`src/rtl/uart_tx_frame.sv`:
```
// UART transmitter frame stage: strobes on rising edges of baud_clk and serialises
// one accepted word as start, LSB-first data, optional parity and 1-2 stop bits.
module uart_tx_frame #(
   parameter int DATA_BITS = 8,
   parameter int PARITY    = 0,
   parameter int STOP_BITS = 1
) (
   input  logic                 clk,
   input  logic                 rst,
   input  logic                 baud_clk,
   input  logic [DATA_BITS-1:0] tx_data,
   input  logic                 tx_valid,
   output logic                 tx_ready,
   output logic                 tx,
   output logic                 busy
);

   typedef enum logic [2:0] {
      S_IDLE,
      S_ARMED,
      S_START,
      S_DATA,
      S_PARITY,
      S_STOP
   } state_t;

   localparam logic [2:0] LAST_BIT  = 3'(DATA_BITS - 1);
   localparam logic       LAST_STOP = 1'(STOP_BITS - 1);

   state_t                 state_q, state_d;
   logic                   tx_q, tx_d;
   logic [DATA_BITS-1:0]   shift_q, shift_d;
   logic                   par_q, par_d;
   logic [2:0]             bit_cnt_q, bit_cnt_d;
   logic                   stop_cnt_q, stop_cnt_d;
   logic                   baud_dly_q;
   logic                   tick;

   // One-cycle strobe per baud_clk rising edge; each strobe closes one line bit.
   assign tick = baud_clk & ~baud_dly_q;

   always_comb begin
      state_d    = state_q;
      tx_d       = tx_q;
      shift_d    = shift_q;
      par_d      = par_q;
      bit_cnt_d  = bit_cnt_q;
      stop_cnt_d = stop_cnt_q;
      case (state_q)
         S_IDLE: begin
            tx_d = 1'b1;
            if (tx_valid) begin
               shift_d = tx_data;
               par_d   = (PARITY == 2) ? ^tx_data : ~^tx_data;
               state_d = S_ARMED;
            end
         end
         S_ARMED: begin
            if (tick) begin
               tx_d    = 1'b0;
               state_d = S_START;
            end
         end
         S_START: begin
            if (tick) begin
               tx_d      = shift_q[0];
               bit_cnt_d = 3'd0;
               state_d   = S_DATA;
            end
         end
         S_DATA: begin
            if (tick) begin
               if (bit_cnt_q < LAST_BIT) begin
                  shift_d   = shift_q >> 1;
                  tx_d      = shift_q[1];
                  bit_cnt_d = bit_cnt_q + 3'd1;
               end else if (PARITY != 0) begin
                  tx_d    = par_q;
                  state_d = S_PARITY;
               end else begin
                  tx_d       = 1'b1;
                  stop_cnt_d = 1'b0;
                  state_d    = S_STOP;
               end
            end
         end
         S_PARITY: begin
            if (tick) begin
               tx_d       = 1'b1;
               stop_cnt_d = 1'b0;
               state_d    = S_STOP;
            end
         end
         S_STOP: begin
            tx_d = 1'b1;
            if (tick) begin
               if (stop_cnt_q == LAST_STOP) begin
                  state_d = S_IDLE;
               end else begin
                  stop_cnt_d = stop_cnt_q + 1'b1;
               end
            end
         end
         default: begin
            tx_d    = 1'b1;
            state_d = S_IDLE;
         end
      endcase
   end

   always_ff @(posedge clk) begin
      if (rst) begin
         state_q    <= S_IDLE;
         tx_q       <= 1'b1;
         bit_cnt_q  <= 3'd0;
         stop_cnt_q <= 1'b0;
         baud_dly_q <= 1'b0;
      end else begin
         state_q    <= state_d;
         tx_q       <= tx_d;
         bit_cnt_q  <= bit_cnt_d;
         stop_cnt_q <= stop_cnt_d;
         baud_dly_q <= baud_clk;
      end
   end

   // Payload registers carry no reset: they are always loaded before use.
   always_ff @(posedge clk) begin
      shift_q <= shift_d;
      par_q   <= par_d;
   end

   assign tx       = tx_q;
   assign tx_ready = (state_q == S_IDLE);
   assign busy     = (state_q != S_IDLE);

endmodule
```
`config.mk`:
```
export PLATFORM = sky130hd
export DESIGN_NAME = uart_tx_frame
export DESIGN_NICKNAME = d
export VERILOG_FILES = /design/src/rtl/uart_tx_frame.sv
export SDC_FILE = /design/constraint.sdc
export NUM_CORES = 1
export LEC_CHECK = 0
export CAP_MARGIN = 25
export CELL_PAD_IN_SITES_DETAIL_PLACEMENT = 0
export CELL_PAD_IN_SITES_GLOBAL_PLACEMENT = 1
export CORE_MARGIN = 3
export CORE_UTILIZATION = 34
export DETAILED_ROUTE_END_ITERATION = 10
export MAX_ROUTING_LAYER = met4
export PLACE_DENSITY = 0.81
export SLEW_MARGIN = 20
export SYNTH_ARGS = -nofsm -noshare
export SYNTH_HDL_FRONTEND = slang
export SYNTH_SLANG_ARGS = --single-unit
```
`constraint.sdc`:
```
create_clock -name clk -period 1.6 [get_ports clk]
set_clock_uncertainty 0.2 [all_clocks]
set_input_delay 0.32 -clock clk [delete_from_list [all_inputs] [get_ports clk]]
set_output_delay 0.32 -clock clk [all_outputs]
set_load 0.03 [all_outputs]
```
==> run notes <==
Figures from the implementation reports.

- The flow ran to the end, but the final reports show violations.
- The final reports fail on negative setup slack.
- The floorplan core area reads 2060 µm².
- The complex-gate fraction of the synthesized area is 12.8%.
- The non-clock buffering overhead in the final layout is 28.6%.
- The final global-route overflow total reads 0.
- The synthesis-stage register bit count reads 16.
- The worst setup path endpoint is tx_ready.
- Summed over all nets, wire length on met3 after detailed routing comes to 66 µm.
- For this block, the routed nets add up to 2.00 mm of wire.
- The total standard cell area after synthesis reads 773 µm².
- The total of max-cap violations is 0.
- The total sequential power is 470 µW.
- The switching power as a share of total power reads 27.0%.
- The largest area contributor in the netlist is sky130_fd_sc_hd__edfxtp_1.
- The largest fanout on the critical path is 4.
- The floorplan report gives the top-level pin count as 15.
- In the floorplan report the effective utilization is 37.5%.
- In the synthesis report, Yosys lists the chip area as 773 µm².
- The logic gate fraction of the total cell area reads 32.7%.
- The main area contributors are sky130_fd_sc_hd__edfxtp_1 31%, sky130_fd_sc_hd__dfxtp_1 21%, sky130_fd_sc_hd__mux2_2 10%, sky130_fd_sc_hd__a21oi_1 2.6%, sky130_fd_sc_hd__nand3_1 2.6%.
- Routing resource usage on met2 recorded by global route was 24.0%.
- The wire length of the first global-routing pass is 2.99 mm.
- The share of total power in sequential cells is 52.4%.
- The endpoint with the worst hold slack is baud_dly_q$_SDFF_PP0_.
- Clock tree buffers and inverters occupy 2.09% of the routed design's cell area.
- Counting endpoints that fail hold in the final report gives 0.
- The area growth from synthesis to layout reads 62.6%.
- The final setup slack of the worst path reads -207 ps.
- Grouping non-sequential cells by family puts the most area in simple AND/OR/NAND/NOR gates.
- The cell count of the worst hold path reads 2.
- The cell total in the yosys stat output reads 72.
- In the CTS report, the clock slew at the register clock pins of the worst setup and hold paths is listed as 100 ps.
- The most instantiated logic cell after routing is sky130_fd_sc_hd__buf_4.
- The final layout reports a setup TNS of -1580 ps.
- The share of power burned in the clock network is 25.9%.
- The category of the worst setup path launch point is a flop.
- The endpoint class of the critical path is an output pin.
- The weighted congestion at the end of routability-driven global placement reads 0.721.
- The number of DRC markers after the initial detailed-route iteration reads 17.
- The pre-antenna-repair detailed-routing pass consisted of 4 iterations.
- Leaving out fill and tap cells, the most frequent cells in the layout are 20 x sky130_fd_sc_hd__buf_4, 10 x sky130_fd_sc_hd__clkdlybuf4s50_1, 8 x sky130_fd_sc_hd__buf_6, 8 x sky130_fd_sc_hd__edfxtp_1, 7 x sky130_fd_sc_hd__mux2_2.
- Counting every instance in the synthesized netlist gives 72.
- OpenSTA lists the critical path startpoint as state_q[2]$_SDFFE_PP0P_.
- The final setup violation count reads 12.
- The width of the die is 53.7 µm.
- Summing over every cut layer, the via total after detailed routing is 732.
- Per the detail_route report, vias per standard cell equal 5.19.
- The largest buffer count on any clock path is 2.
- The maximum level of the CTS H-tree is 1.
- After global routing, the most crowded layer is met2.
- The cell type of the slowest stage on the worst timing path is sky130_fd_sc_hd__or3_4.
- The tree built by TritonCTS fans out to 16 sinks.
- Counting pins that exceed their max-slew limit in the final report gives 0.
- The dominant kind of cell by area is multi-input combinational cells.
- The number of nets with antenna violations after routing reads 0.
- In this run the power density over the cells is 712 nW/µm².
- The count of cell types in the netlist is 29.
- The flip-flop cell with the highest count after synthesis reads sky130_fd_sc_hd__edfxtp_1.
- Cells fill 61.0% of the core in the end.
- After layout, the inverter instance count without clock inverters stands at 4.
- Looking at the setup timing report, the critical path kind is flop to output pin.
- The height of the chip is 53.7 µm.
- The tree is rooted in a sky130_fd_sc_hd__clkbuf_4.
- At the worst endpoint, the required time is 1080 ps.
- The wire length on met1 is 932 µm.
- The site row count reads 16.
- The area fraction of the dominant cell type after synthesis is 31.1%.
- The number of buffers created by CTS reads 3.
- The report lists the cells along the critical path as buf_6, or3_4, inv_2, buf_6.
- The clock network power reads 232 µW.
- The post-detailed-placement half-perimeter wirelength reads 1.21 mm.
- The count of buffers from port buffering reads 14.
- The count of warning messages emitted by the tools is 29.
- The library cell appearing most often on the critical path reads sky130_fd_sc_hd__buf_6.
- Routed signal wires occupy layers up through met4.
- The count of antenna diodes in the layout is 0.
- According to the timing report, the arrival time at the worst endpoint equals 1290 ps.
- The non-clock buffer count in the final layout is 40.
- For the combinational group, total power comes out at 194 µW.
- The logic gate share of total power is 21.6%.
- The TritonCTS clock tree is yes.
- The number of placed instances, taps included is 124.
- The synthesized netlist devotes 19.3% of its cell area to simple gates.
- The total track usage is 14.8%.
- The count of sequential standard cells reads 16.
- The tally of clock buffers in the finished layout is 3.
- The quantity of gates resized following cts is 9.
- The number of flops mapped to enable cells by yosys reads 8.
- On met3, the global router reports a usage of 4.16%.
- The total cell area at the placement stage reads 1060 µm².
- shift_q holds more flip-flops than any other register.
- Of the synthesized area, sequential elements account for 51.8%.
- The highest-power group is sequential cells.
- The internal power consumption reads 654 µW.
- The actual transition at the worst max-transition pin is 396 ps.
- The number of buffers added to fix hold violations after cts reads 0.
- The min-delay analysis places its worst path in the category input port to flop.
**M3 wires**

Scale bar: 20 µm.
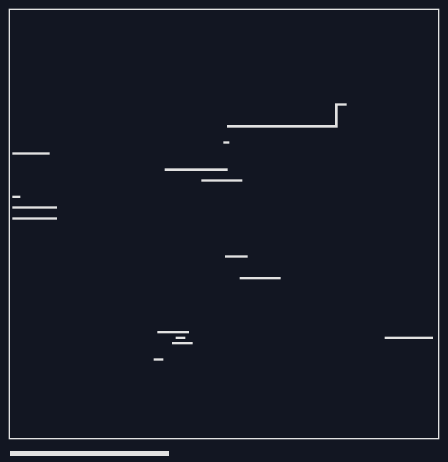
nets with wire on the layer: 12
wire length on this layer: 66.7 µm
main direction: horizontal

**Cells coloured by class**

Fill, decap, tap and diode cells in grey.
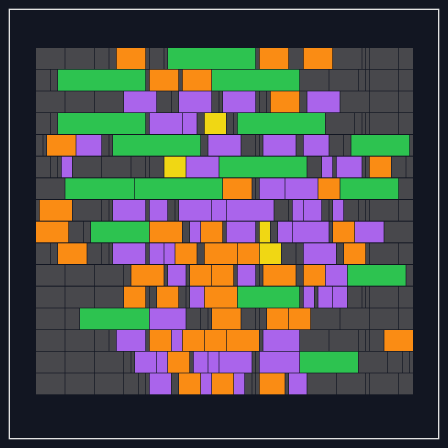
[yellow] clock drivers and dummy loads | cells: 4
[orange] other buffers and delay cells | cells: 40
[purple] all other logic | cells: 54
[green] flops | cells: 16

**M2 wires**

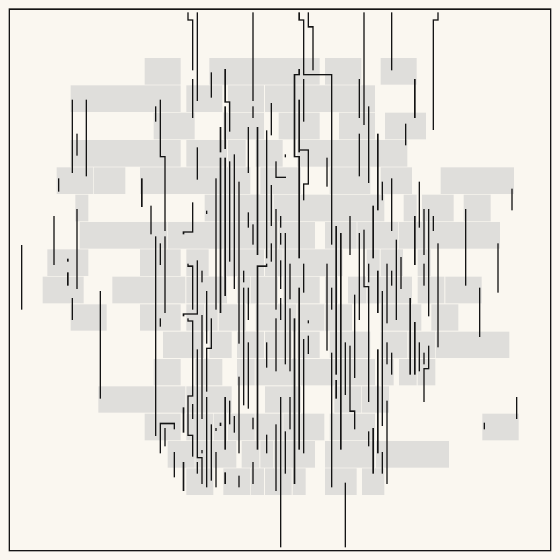
main direction: vertical
nets with wire on the layer: 115
longest straight run: 21.4 µm

**I/O nets highlighted**

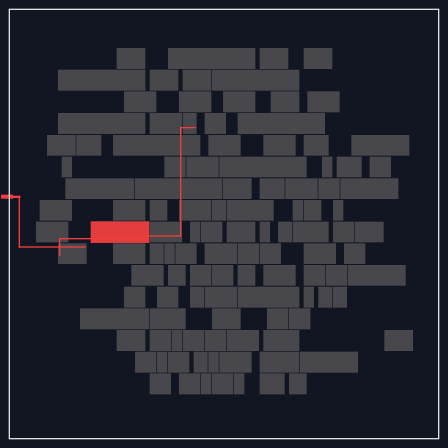
[red] `tx` | bits: 1 | direction: output | edge: west | end cells: 1 | buffers: 1 | wire: 48.3 µm

**Cell outlines without signal wires**

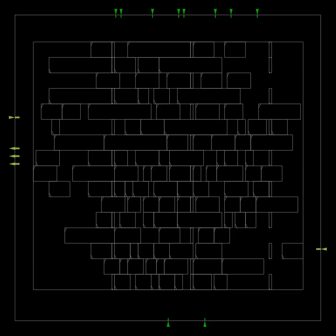
tapcells inserted: 27
Fillers: 166
non-filler instance count after layout: 141
register fraction of the total cell area: 32.5%

Power figures rest on the tool's default switching activity, not on a simulated workload.
